Figure 1. Metal 1.
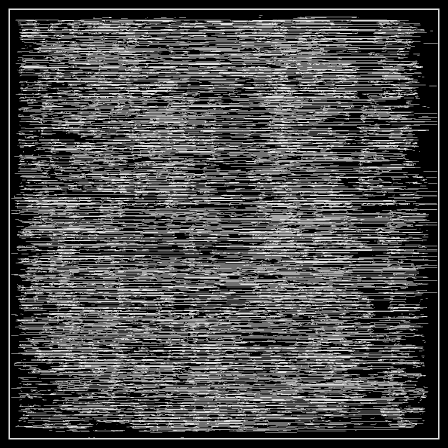
Figure 2. The metal 2 layer.
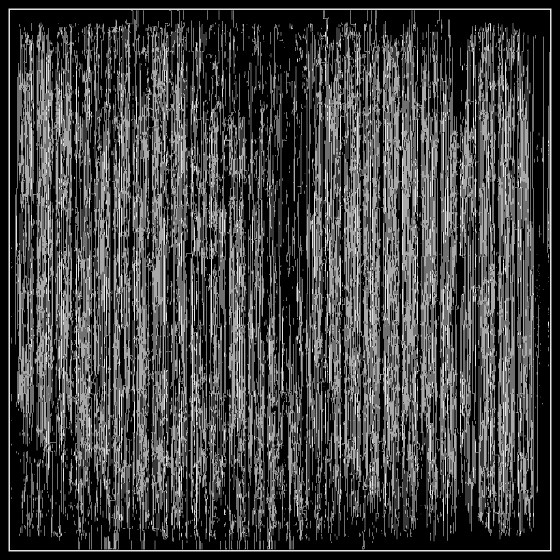
==> config.mk <==
export PLATFORM = sky130hd
export DESIGN_NAME = dispatch_queue
export DESIGN_NICKNAME = d
export VERILOG_FILES = /design/src/rtl/dispatch_queue_pkg.sv /design/src/rtl/dq_compact.sv /design/src/rtl/dispatch_queue.sv
export SDC_FILE = /design/constraint.sdc
export NUM_CORES = 2
export LEC_CHECK = 0
export ABC_AREA = 1
export CAP_MARGIN = 40
export CORE_MARGIN = 4
export CORE_UTILIZATION = 25
export DETAILED_ROUTE_END_ITERATION = 16
export GPL_TIMING_DRIVEN = 0
export HOLD_SLACK_MARGIN = 0.06
export PLACE_DENSITY = 0.37
export SLEW_MARGIN = 10
export SYNTH_ARGS = -nofsm -noshare
export SYNTH_HDL_FRONTEND = slang
export SYNTH_SLANG_ARGS = --single-unit
export TNS_END_PERCENT = 30
==> constraint.sdc <==
create_clock -name clk -period 6.35 [get_ports clk]
set_input_delay 1.27 -clock clk [delete_from_list [all_inputs] [get_ports clk]]
set_output_delay 1.27 -clock clk [all_outputs]
set_load 0.05 [all_outputs]
==> flow_summary.toml <==
# implementation run metrics
[run_status]
status = "completed"

[floorplanning]
ioPinCount = 190
die_area_mm2 = 0.145
dieWidth_um = 381
fp-row-count = 136
fp-utilization_pct = 25.2
core_area_mm2 = 0.138
die-height_um = 381

[final_layout]
layout.nets = 6237
largest_register_ffs = 336
syn2layout_area_growth_pct = 21.0
drive_gt1_share_pct = 10.7
fill_cells = 15500
stdcell_count = 7938

[synthesis]
syn_inst = 5751
synth_area_mm2 = 0.0348
ys_seq_share_pct = 30.1
yosysTopAreaCellShare_pct = 29.0
area_leaders = "edfxtp_1 (29%), nand2_1 (29%), nand3_1 (11%)"
topCombFamilyByArea = "simple AND/OR/NAND/NOR gates"
yosys_warnings = 0
synthArstFlopShare_pct = 4.27
most_common_cell = "nand2_1"
common_cells = "nand2_1 (2,663), nand3_1 (741), edfxtp_1 (336)"
synth_cell_types = 43
ys_cells = 5751
synthAoiAreaFrac_pct = 8.88
simple_gate_area_share_pct = 46.0
ys_sh_xor_pct = 0.324
syn_nets = 5884
edf_count = 336
flop_cell = "edfxtp_1"
postSynthAreaPerCell_um2 = 6.05
muxShareOfSynthArea_pct = 3.22
yosys_area_mm2 = 0.0348
synth_adder_area_share_pct = 1.58
top_area_cell = "edfxtp_1"
ys_ff = 351

[cts]
cts_sinks = 351
clk_pin_slew_ns = 0.06
ctsHoldBuffers = 0
max-clock-path-buffers = 3
cts-root-buf = "clkbuf_16"
cts_tree = "yes"
numCtsBuffers = 43
cts-htree-levels = 2
clk_latency_ns = 0.65

[power]
power_density_mw_per_mm2 = 452
switching_share_pct = 59.8
p_clk_share_pct = 13.8
power.internal_mw = 7.66
pwr-share-comb_pct = 68.1
switchingPower_mw = 11.4
p_seq_share_pct = 18.1
peakVddDrop_mv = 0.337
p_leak_nw = 18.9

[timing]
post-route-period-util_pct = 99.2
skew_ns = 0.0324
fmax_ghz = 0.159
relSlewSlack_pct = 31.4
finalSetupViolations = 0
final_hold_viol_count = 0
tightest_slew_ns = 1.02
setup_tns_ns = 0
timing.hold.ws_ns = 0.620
finalWorstSetupSlack_ns = 0.0524
drv_slew = 0
rsz0062_at_grt = "false"
fin_crit_ns = 6.30

[placement]
place_inst = 7854
gp_congestion = 1.04
place.port_buffers = 125
dp_hpwl_um = 250000
pre_cts_ws_ns = -0.485

[setup_path]
arrival_ns = 5.03
cp.required_ns = 5.08
critical_path_class = "register to output pin"
cp-end-kind = "output pin"
startpoint_type = "register"
r2r_slack_ns = 1.71
worstPathMaxFanout = 16
r2r_cells = 22

[drt]
drt_iter0_drc = 6436
via_per_inst = 5.59
drt_pre_antenna_iters = 6
routedWlPerCell_um = 37.2
drc = 0
ant_nets = 0

[grt]
grt.overflow.total = 0
grt_pass1_wl_um = 384000
grt_pass1_vias = 39700
grt_usage_pct = 39.0
grt_max_degree = 22
antenna_found_initial = 34

[job]
maxCapViolCount = 0
log.warning_count = 29

[min_path]
hold_class = "register to register"
holdPathStages = 2
Back to the opening pictures, Figure 1:
wire length on this layer: 127 mm
share of all routed wire: 43%
main direction: horizontal
nets with wire on the layer: 5,875
Vias: 44,400
GR Layer Usage met1: 54.1%
final WL: 295,000 µm

Back to the opening pictures, Figure 2:
longest straight run: 229 µm
wire length on this layer: 127 mm
main direction: vertical
share of all routed wire: 43%
global routing usage on met2: 60.1%

## repair_timing
| action | 4_1_cts | 5_1_grt |
|---|---|---|
| pin swaps | 0 | 0 |
| buffers inserted | 0 | 0 |
| setup endpoints to repair | 63 | 58 |
| resized | 70 | 20 |
## cell usage in the layout (no fill, tap or decap), drive strengths merged, types with 36 or more instances in the layout
cell / netlist / routed
o211ai: 40 / 40
nor2: 148 / 148
nand2: 2669 / 2669
inv: 297 / 303
dlygate4sd2: 0 / 36
clkdlybuf4s50: 0 / 76
a21oi: 187 / 187
clkbuf: 298 / 347
or2: 112 / 112
buf: 249 / 434
edfxtp: 336 / 336
o21ai: 309 / 309
mux2i: 112 / 112
nand4: 91 / 91
nand3: 747 / 747
## cell families after synthesis
kind of cell    after synthesis
mux                         112
flops                       351
compound gates              576
buf+inv                     850
simple gates               3815
fa+ha+maj                    38
xor+xnor                      9
## stage by stage
stage | instance area [µm²] | power (mW) | util, %
after global placement | 38300 | 15.8 | 27.8
after global routing | 42100 | 19.5 | 30.5
after detailed placement | 40700 | 16.3 | 29.5
final | 42100 | 19.0 | 30.5
after CTS | 42100 | 18.7 | 30.5
after floorplan | 34800 | 9.77 | -
## worst max-delay path: stages (launching register included)
cell	delay [ns]
dfrtp_2	0.61
inv_2	0.37
buf_1	0.31
buf_6	0.24
ha_1	0.25
clkbuf_2	0.30
inv_1	0.19
clkbuf_1	0.22
buf_6	0.22
clkbuf_1	0.30
buf_8	0.21
nand3_1	0.10
nand3_1	0.17
o21a_1	0.27
dlygate4sd2_1	0.57
## power groups by stage
stage,sequential (mW),combinational [mW],clock (mW)
after detailed placement,3.44,12.8,0
after CTS,3.39,12.7,2.67
after global placement,3.47,12.4,0
after floorplan,3.27,6.49,0
final,3.44,13.0,2.64
after global routing,3.43,13.3,2.74
## layer usage
layer / part of all wire (%) / global-route usage [%] / vias to the layer above
met3: 8.4 / 5.95 / 444
met4: 5.4 / 16.9 / 14
met1: 43 / 54.1 / 21900
li1: - / - / 19300
met2: 43 / 60.1 / 2717
met5: 0.030 / 0 / -
## final cells by class
cell class                 count  area, µm²  share of cell area (%)
buffer                       544       2320                    5.51
antenna                        7       17.5                  0.0416
timing repair buffer         311       3430                    8.14
sequential                   351      10500                    24.9
tap                         1794       2240                    5.33
clock buffer                  45       1080                    2.58
clock inverter                33        360                   0.856
multi-input combinational   4550      21000                    49.9
inverter                     303       1140                    2.71
No activity file was given, so power comes from the tool's default toggle rates.
